$ cat config.mk
export PLATFORM = sky130hd
export DESIGN_NAME = bf_sequencer
export DESIGN_NICKNAME = d
export VERILOG_FILES = /design/src/rtl/kyber_seq_pkg.sv /design/src/rtl/bf_addr_gen.sv /design/src/rtl/bf_sequencer.sv
export SDC_FILE = /design/constraint.sdc
export NUM_CORES = 1
export LEC_CHECK = 0
export ABC_AREA = 1
export CAP_MARGIN = 20
export CORE_UTILIZATION = 53
export DETAILED_ROUTE_END_ITERATION = 16
export PLACE_DENSITY = 0.73
export SLEW_MARGIN = 10
export SYNTH_ARGS = -nofsm -noshare
export SYNTH_HDL_FRONTEND = slang
export SYNTH_HIERARCHICAL = 1
export SYNTH_SLANG_ARGS = --single-unit
$ cat constraint.sdc
create_clock -name clk -period 8.6 [get_ports clk]
set_clock_uncertainty 0.15 [all_clocks]
set_input_delay 0.86 -clock clk [delete_from_list [all_inputs] [get_ports clk]]
set_output_delay 0.86 -clock clk [all_outputs]
set_load 0.005 [all_outputs]
$ cat src/rtl/kyber_seq_pkg.sv
// ============================================================================
// Module   : kyber_seq_pkg
// Purpose  : Shared encodings for the butterfly sequencer (modes, sizes, FSM).
// Revision : 1.0 - initial release
// ============================================================================
`default_nettype none

package kyber_seq_pkg;

  localparam logic [1:0] MODE_NTT    = 2'd0;
  localparam logic [1:0] MODE_INTT   = 2'd1;
  localparam logic [1:0] MODE_MULT   = 2'd2;
  localparam logic [1:0] MODE_ADDSUB = 2'd3;

  localparam int N_WORDS  = 32;
  localparam int N_STAGES = 7;
  localparam int Q        = 3329;

  typedef enum logic [2:0] {
    ST_IDLE  = 3'd0,
    ST_ISSUE = 3'd1,
    ST_DRAIN = 3'd2,
    ST_DONE  = 3'd3,
    ST_LDA   = 3'd4,
    ST_LDB   = 3'd5,
    ST_CALC  = 3'd6
  } seq_state_t;

endpackage

`default_nettype wire

$ cat src/rtl/bf_addr_gen.sv
// ============================================================================
// Module   : bf_addr_gen
// Purpose  : Combinational NTT/INTT walk: (mode, stage, k) -> RAM/ROM address.
// Revision : 1.0 - initial release
// ============================================================================
`default_nettype none

module bf_addr_gen
  import kyber_seq_pkg::*;
(
  input  logic [1:0] mode,
  input  logic [2:0] stage,
  input  logic [4:0] k,
  output logic [5:0] rd_addr,
  output logic [6:0] coef_addr,
  output logic       bf_type
);

  logic [2:0] w_es;
  logic [4:0] w_p;
  logic [4:0] w_d;
  logic [4:0] w_mask;
  logic [5:0] w_low;

  // INTT walks the NTT stages in reverse order
  assign w_es   = (mode == MODE_INTT) ? (3'(N_STAGES - 1) - stage) : stage;
  assign w_p    = {1'b0, k[4:1]};
  assign w_d    = 5'd16 >> w_es;
  assign w_mask = w_d - 5'd1;
  assign w_low  = {w_p & ~w_mask, 1'b0} | {1'b0, w_p & w_mask};

  always_comb begin
    rd_addr   = '0;
    coef_addr = '0;
    bf_type   = 1'b0;
    if (mode == MODE_NTT || mode == MODE_INTT) begin
      if (w_es <= 3'd4) begin
        rd_addr   = w_low + (k[0] ? {1'b0, w_d} : 6'd0);
        coef_addr = (7'd1 << w_es) + ({3'b000, k[4:1]} >> (3'd4 - w_es));
        bf_type   = k[0];
      end else if (w_es == 3'd5) begin
        rd_addr   = {1'b0, k};
        coef_addr = 7'd32 + {2'b00, k};
      end else begin
        rd_addr   = {1'b0, k};
        coef_addr = 7'd64 + {2'b00, k};
      end
    end
  end

endmodule

`default_nettype wire

$ cat src/rtl/bf_sequencer.sv
// ============================================================================
// Module   : bf_sequencer
// Purpose  : Drives the 8-lane butterfly for NTT/INTT/MULT/ADDSUB passes.
//            Optional cycle counter port under macro BF_SEQ_CYCLE_CNT_EN.
// Revision : 1.0 - initial release
// ============================================================================
`default_nettype none

module bf_sequencer
  import kyber_seq_pkg::*;
#(
  parameter int NTT_LAT    = 7,
  parameter int MULT_LAT   = 10,
  parameter int ADDSUB_LAT = 2
) (
  input  logic       clk,
  input  logic       rst,
  input  logic       start,
  input  logic [1:0] mode,
  output logic       busy,
  output logic       done,
  output logic       rd_en,
  output logic [5:0] rd_addr,
  output logic [6:0] coef_addr,
  output logic [2:0] bf_stage,
  output logic       bf_type,
  output logic       bf_pre_load,
  output logic       bf_load,
  output logic       wr_en,
  output logic [5:0] wr_addr
`ifdef BF_SEQ_CYCLE_CNT_EN
  ,
  output logic [15:0] cycle_cnt
`endif
);

  localparam int c_max_lat = (MULT_LAT > NTT_LAT)
                           ? ((MULT_LAT > ADDSUB_LAT) ? MULT_LAT : ADDSUB_LAT)
                           : ((NTT_LAT > ADDSUB_LAT) ? NTT_LAT : ADDSUB_LAT);
  localparam int c_depth   = c_max_lat + 1;
  localparam int c_cw      = $clog2(c_depth + 1);
  localparam logic [4:0] c_last_k     = 5'(N_WORDS - 1);
  localparam logic [2:0] c_last_stage = 3'(N_STAGES - 1);

  seq_state_t r_state, w_nxt_state;
  logic [1:0] r_mode, w_nxt_mode;
  logic [2:0] r_stage, w_nxt_stage;
  logic [4:0] r_k, w_nxt_k;
  logic [1:0] r_sub, w_nxt_sub;
  logic [c_cw-1:0] r_dcnt, w_nxt_dcnt;
  logic [c_cw-1:0] w_lat;

  logic       w_wordwise, w_last;
  logic [2:0] w_stage;
  logic       w_type, w_pre, w_load, w_iss;
  logic [5:0] w_iss_addr;

  logic [5:0] w_gen_rd;
  logic [6:0] w_gen_coef;
  logic       w_gen_type;

  logic [c_depth-1:0] r_dly_vld;
  logic [5:0]         r_dly_addr [c_depth];

  bf_addr_gen u_addr_gen (
    .mode      (r_mode),
    .stage     (r_stage),
    .k         (r_k),
    .rd_addr   (w_gen_rd),
    .coef_addr (w_gen_coef),
    .bf_type   (w_gen_type)
  );

  assign w_wordwise = (r_mode == MODE_MULT) || (r_mode == MODE_ADDSUB);

  always_comb begin
    w_lat = c_cw'(NTT_LAT);
    if (r_mode == MODE_MULT)        w_lat = c_cw'(MULT_LAT);
    else if (r_mode == MODE_ADDSUB) w_lat = c_cw'(ADDSUB_LAT);
  end

  always_comb begin
    w_nxt_state = r_state;
    w_nxt_mode  = r_mode;
    w_nxt_stage = r_stage;
    w_nxt_k     = r_k;
    w_nxt_sub   = r_sub;
    w_nxt_dcnt  = r_dcnt;
    busy        = 1'b0;
    done        = 1'b0;
    rd_en       = 1'b0;
    rd_addr     = '0;
    coef_addr   = '0;
    w_stage     = '0;
    w_type      = 1'b0;
    w_pre       = 1'b0;
    w_load      = 1'b0;
    w_iss       = 1'b0;
    w_iss_addr  = '0;
    w_last      = 1'b0;
    case (r_state)
      ST_IDLE: begin
        if (start) begin
          w_nxt_mode  = mode;
          w_nxt_stage = '0;
          w_nxt_k     = '0;
          w_nxt_sub   = '0;
          w_nxt_dcnt  = '0;
          w_nxt_state = (mode == MODE_MULT || mode == MODE_ADDSUB) ? ST_LDA : ST_ISSUE;
        end
      end
      ST_ISSUE: begin
        busy       = 1'b1;
        rd_en      = 1'b1;
        rd_addr    = w_gen_rd;
        coef_addr  = w_gen_coef;
        w_stage    = r_stage;
        w_type     = w_gen_type;
        // consecutive reads pair up in the butterfly input buffer
        w_pre      = ~r_k[0];
        w_load     = r_k[0];
        w_iss      = 1'b1;
        w_iss_addr = w_gen_rd;
        if (r_k == c_last_k) begin
          w_nxt_k     = '0;
          w_nxt_dcnt  = '0;
          w_nxt_state = ST_DRAIN;
        end else begin
          w_nxt_k = r_k + 5'd1;
        end
      end
      ST_DRAIN: begin
        busy = 1'b1;
        // hold off the next pass until the last write of this one has landed
        if (r_dcnt == w_lat) begin
          if (w_wordwise || r_stage == c_last_stage) begin
            w_nxt_state = ST_DONE;
          end else begin
            w_nxt_stage = r_stage + 3'd1;
            w_nxt_state = ST_ISSUE;
          end
        end else begin
          w_nxt_dcnt = r_dcnt + c_cw'(1);
        end
      end
      ST_LDA: begin
        busy        = 1'b1;
        rd_en       = 1'b1;
        rd_addr     = {1'b0, r_k};
        w_pre       = 1'b1;
        w_nxt_state = ST_LDB;
      end
      ST_LDB: begin
        busy        = 1'b1;
        rd_en       = 1'b1;
        rd_addr     = {1'b1, r_k};
        w_load      = 1'b1;
        w_nxt_sub   = '0;
        w_nxt_state = ST_CALC;
      end
      ST_CALC: begin
        busy = 1'b1;
        if (r_mode == MODE_MULT) begin
          w_stage   = {1'b0, r_sub ^ 2'd2};
          coef_addr = 7'd64 + {3'b000, r_k[4:1]};
          w_last    = (r_sub == 2'd3);
        end else begin
          w_stage = {1'b0, r_sub};
          w_last  = (r_sub == 2'd1);
        end
        if (w_last) begin
          w_iss      = 1'b1;
          w_iss_addr = {1'b0, r_k};
          w_nxt_sub  = '0;
          if (r_k == c_last_k) begin
            w_nxt_k     = '0;
            w_nxt_dcnt  = '0;
            w_nxt_state = ST_DRAIN;
          end else begin
            w_nxt_k     = r_k + 5'd1;
            w_nxt_state = ST_LDA;
          end
        end else begin
          w_nxt_sub = r_sub + 2'd1;
        end
      end
      ST_DONE: begin
        done        = 1'b1;
        w_nxt_state = ST_IDLE;
      end
      default: w_nxt_state = ST_IDLE;
    endcase
  end

  always_ff @(posedge clk) begin
    if (rst) begin
      r_state     <= ST_IDLE;
      r_mode      <= '0;
      r_stage     <= '0;
      r_k         <= '0;
      r_sub       <= '0;
      r_dcnt      <= '0;
      bf_stage    <= '0;
      bf_type     <= 1'b0;
      bf_pre_load <= 1'b0;
      bf_load     <= 1'b0;
    end else begin
      r_state     <= w_nxt_state;
      r_mode      <= w_nxt_mode;
      r_stage     <= w_nxt_stage;
      r_k         <= w_nxt_k;
      r_sub       <= w_nxt_sub;
      r_dcnt      <= w_nxt_dcnt;
      bf_stage    <= w_stage;
      bf_type     <= w_type;
      bf_pre_load <= w_pre;
      bf_load     <= w_load;
    end
  end

  // tap index LAT is exactly 1+LAT cycles after the issue cycle
  always_ff @(posedge clk) begin
    if (rst) begin
      r_dly_vld <= '0;
      for (int i = 0; i < c_depth; i++) r_dly_addr[i] <= '0;
    end else begin
      r_dly_vld     <= {r_dly_vld[c_depth-2:0], w_iss};
      r_dly_addr[0] <= w_iss_addr;
      for (int i = 1; i < c_depth; i++) r_dly_addr[i] <= r_dly_addr[i-1];
    end
  end

  assign wr_en   = r_dly_vld[w_lat];
  assign wr_addr = wr_en ? r_dly_addr[w_lat] : 6'd0;

`ifdef BF_SEQ_CYCLE_CNT_EN
  always_ff @(posedge clk) begin
    if (rst) begin
      cycle_cnt <= '0;
    end else if (r_state == ST_IDLE && start) begin
      cycle_cnt <= '0;
    end else if (busy && cycle_cnt != 16'hFFFF) begin
      cycle_cnt <= cycle_cnt + 16'd1;
    end
  end
`endif

endmodule

`default_nettype wire
run_1/registers.png
Scale bar: 20 microns. Other sequential cells in the stronger grey, the rest of the logic in the fainter grey.
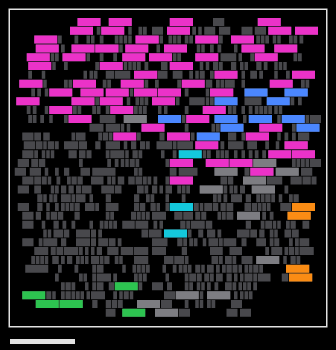
legend:
  blue:
    name_in_the_netlist: r_dly_vld
    sequential_cells: 11
  cyan:
    name_in_the_netlist: r_stage
    sequential_cells: 3
  magenta:
    name_in_the_netlist: r_dly_addr
    sequential_cells: 66
  orange:
    name_in_the_netlist: r_dcnt
    sequential_cells: 4
    where: bottom right
  green:
    name_in_the_netlist: r_k
    sequential_cells: 5
    where: bottom left
not coloured: 13
sequential power: 0.541 mW
flip-flop and latch share of the layout cell area: 37.6%
area of all sequential standard cells: 0.00204 sq mm
post-route core utilization: 61.9%

run_1/met2.png
Scale bar: 20 microns.
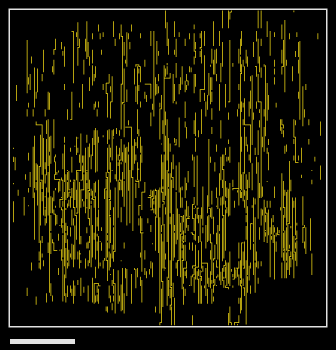
wire length on this layer: 4750 microns
nets with wire on the layer: 573
main direction: vertical
drt total wl: 10300 microns
total number of vias: 4137
global routing met2 resource utilization: 36.6%

run_1/final_congestion.png
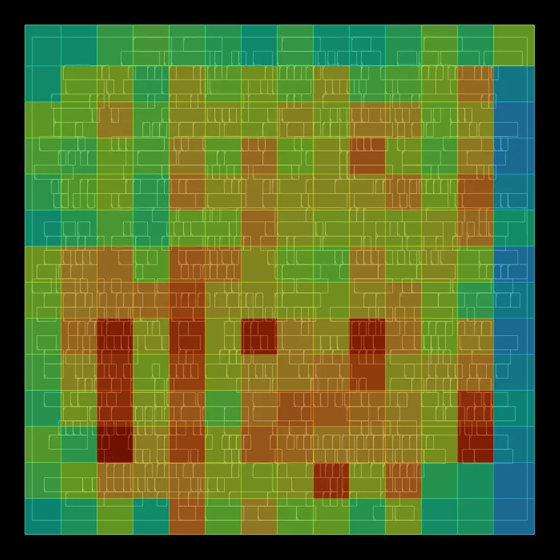
busiest metal layer after global routing: met2
met3 demand-to-capacity share in global routing: 4.10%

run_1/met3.png
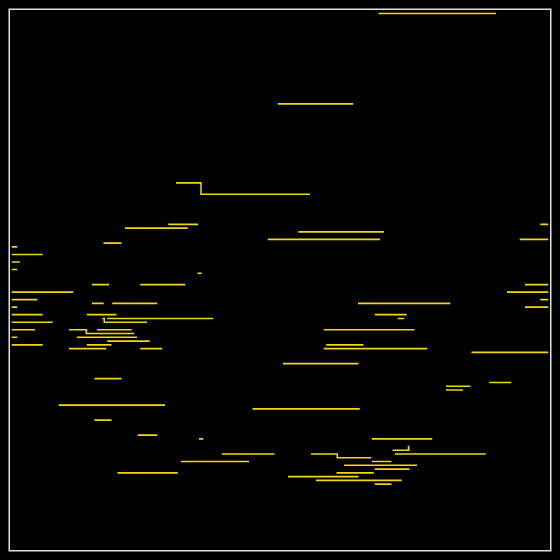
nets with wire on the layer: 62
main direction: horizontal

==> out/qor.log, run 1 <==
qor: cells_and_area.final_area 0.00543 sq mm
qor: route.drc_errors 0
qor: cells_and_area.largest-register r_dly_addr
qor: clocking.cts_resized 0
qor: cells_and_area.comb_area_share 39.8%
qor: sta.final_hold_viols 0
qor: die.die-width 97.5 microns
qor: run.maxCapViolCount 0
qor: route.detail_route.first_pass.iterations 5
qor: synth.synth-main-ff-cell dfxtp_1
qor: synth.yosys_simple_share 27.3%
qor: synth.post_synth_mux_area_share 0%
qor: synth.synth_largest_type_area_fraction 42.2%
qor: cells_and_area.largest_register_ffs 66
qor: sta.timing.final.crit_share 59.7%
qor: synth.asyncSetResetFlopFracSynth 0%
qor: setup_path.timing.critical_path.to_type primary output
qor: setup_path.worst_setup_path_endpoint coef_addr[4]
qor: cells_and_area.area_growth 12.2%
qor: sta.tns 0 ps
qor: sta.timing.final.setup_violations 0
qor: power.p_sw_share 42.1%
qor: cells_and_area.tally_of_non_filler_cells_in_the_final_layout 821
qor: sta.final.min_clock_period 5130 ps
qor: setup_path.critical_path_class flop to primary output
qor: die.total_die_area 0.00951 sq mm
qor: cells_and_area.dominant_cells logic gates
qor: cells_and_area.most-common-layout-cells inv_1, nor2_1, dfxtp_1
qor: route.routedWlPerCell 12.6 microns
qor: synth.synth_chip_area 0.00484 sq mm
qor: cells_and_area.drive_above_1_share 9.40%
qor: placed_design.port_buffers 33
qor: sta.whs 250 ps
qor: status.status finished, final reports clean
qor: synth.flip_flops_with_a_built_in_enable 0
==> run 1: cells in the mapped netlist (2+ instances only) <==
library cell,n
a211oi_1,2
a21oi_1,34
a21oi_2,2
buf_2,2
clkbuf_1,10
dfxtp_1,102
fa_1,2
ha_1,16
inv_1,142
inv_2,7
nand2_1,97
nand2_2,9
nand2_4,3
nand3_1,20
nand3_2,3
nand4_1,11
nor2_1,132
nor2_2,6
nor2_4,7
nor3_1,2
o211ai_1,2
o21ai_0,23
o21ai_2,4
o221ai_1,3
o22ai_1,13
o32ai_1,2
or2_2,4
xnor2_1,3
xor2_1,3
==> run 1: metal layers <==
metal | track usage [%] | vias up
li1 | - | 2132
met1 | 30.1 | 1868
met2 | 36.6 | 128
met3 | 4.10 | 9
met4 | 7.81 | 0
met5 | 0 | -
run_1/gate_families.png
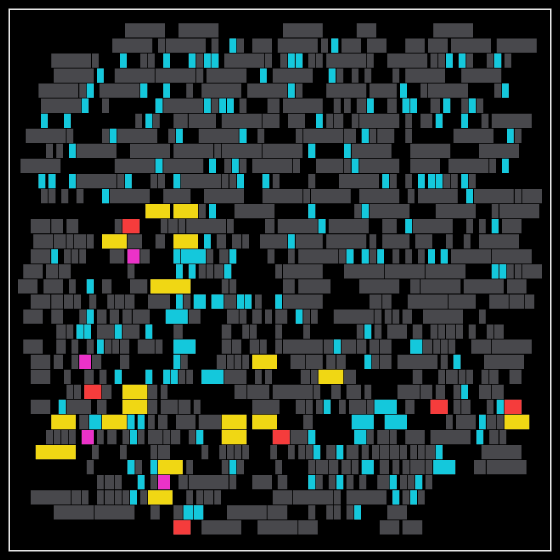

==> run 2, diff against run 1 <==
--- a/config.mk
+++ b/config.mk
@@ -9,7 +9,7 @@
 export CAP_MARGIN = 20
 export CORE_UTILIZATION = 53
 export DETAILED_ROUTE_END_ITERATION = 16
-export PLACE_DENSITY = 0.73
+export PLACE_DENSITY = 0.76
 export SLEW_MARGIN = 10
 export SYNTH_ARGS = -nofsm -noshare
 export SYNTH_HDL_FRONTEND = slang
==> constraint.sdc (replaced) <==
create_clock -name clk -period 4.28 [get_ports clk]
set_clock_uncertainty 0.15 [all_clocks]
set_input_delay 0.428 -clock clk [delete_from_list [all_inputs] [get_ports clk]]
set_output_delay 0.428 -clock clk [all_outputs]
set_load 0.005 [all_outputs]
run_2/gate_families.png
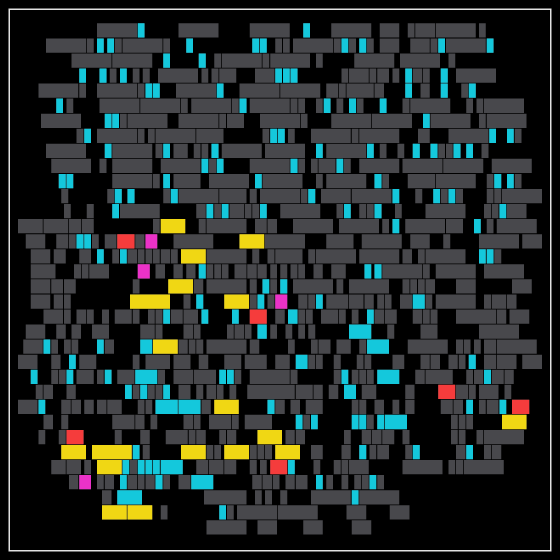
legend:
  red:
    family: XOR/XNOR gates
    cells: 6
  magenta:
    family: AND and OR gates
    cells: 4
    where: left middle
  cyan:
    family: NOR gates
    cells: 148
    where: widely spread
  yellow:
    family: adder and majority cells
    cells: 18

==> run 2 against run 1 <==
Effect of this change: synthesized cell count unchanged; final cell count up 0.49%; wire length up 1.1%; sequential share of layout area down 0.27 points; hold slack worse by 10 ps; via count is 0.36% higher; clock power up 95%; power rose by 100%; synthesized area unchanged; sequential power increased by 98%; critical path type unchanged; critical endpoint is now rd_addr[5]; highest routed layer unchanged.
==> out/qor.log, run 2 <==
qor: cells_and_area.drive_above_1_share 10.2% [+0.78 points]
qor: cells_and_area.tally_of_non_filler_cells_in_the_final_layout 825 [+0.49%]
qor: synth.netlist.top_cell.by_instances inv_1
qor: die.total_die_area 0.00951 sq mm [unchanged]
qor: synth.flip_flops_with_a_built_in_enable 0 [unchanged]
qor: cells_and_area.final_core_util 62.5% [+0.60 points]
qor: sta.timing.final.crit_share 95.5%
qor: sta.tns 0 ps [unchanged]
qor: cells_and_area.largest-register r_dly_addr
qor: cells_and_area.final-seq-area 0.00205 sq mm [+0.24%]
qor: route.detail_route.first_pass.iterations 5 [unchanged]
qor: synth.post_synth_mux_area_share 0% [unchanged]
qor: placed_design.port_buffers 33 [unchanged]
qor: synth.synth-main-ff-cell dfxtp_1
qor: setup_path.timing.critical_path.to_type primary output
qor: synth.common_cells inv_1, nor2_1, dfxtp_1
qor: cells_and_area.area_growth 13.3%
qor: status.status finished, final reports clean
qor: synth.asyncSetResetFlopFracSynth 0% [unchanged]
qor: route.drc_errors 0 [unchanged]
qor: setup_path.critical_path_class flop to primary output
qor: synth.synth_largest_type_area_fraction 42.2% [unchanged]
qor: cells_and_area.most-common-layout-cells inv_1, nor2_1, dfxtp_1
qor: sta.final.min_clock_period 4090 ps
qor: sta.whs 239 ps [-10.4 ps]
qor: sta.timing.final.setup_violations 0 [unchanged]
run_2/met2.png
Scale bar: 20 microns.
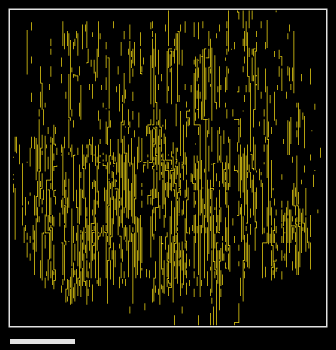
longest straight run: 35.0 microns
nets with wire on the layer: 578
share of all routed wire: 47%
wire length on this layer: 4950 microns
main direction: vertical
global routing met2 resource utilization: 38.8%
drt total wl: 10400 microns
total number of vias: 4152

## run 2: what timing repair did
item                       CTS  global route
gates resized                2             8
pin swaps                    1             1
hold endpoints to repair     0             0
setup endpoints to repair    1             6
hold buffers                 0             0
buffers inserted             0             2
## run 2: cell type report
class / instances / share of cell area (%)
Multi-Input combinational cell: 411 / 39.7
Inverter: 150 / 10.4
Clock inverter: 6 / 1.00
Tap cell: 108 / 2.47
Sequential cell: 102 / 37.4
Clock buffer: 10 / 2.33
Timing Repair Buffer: 38 / 6.76
## run 2: critical path, delay by kind of cell, from the launching register on
family | cells | cell delay (ps)
fa+ha+maj | 2 | 610
simple gates | 8 | 720
flops | 1 | 400
buf+inv | 5 | 850
compound gates | 4 | 580
Power is estimated from default activity; no workload was simulated.
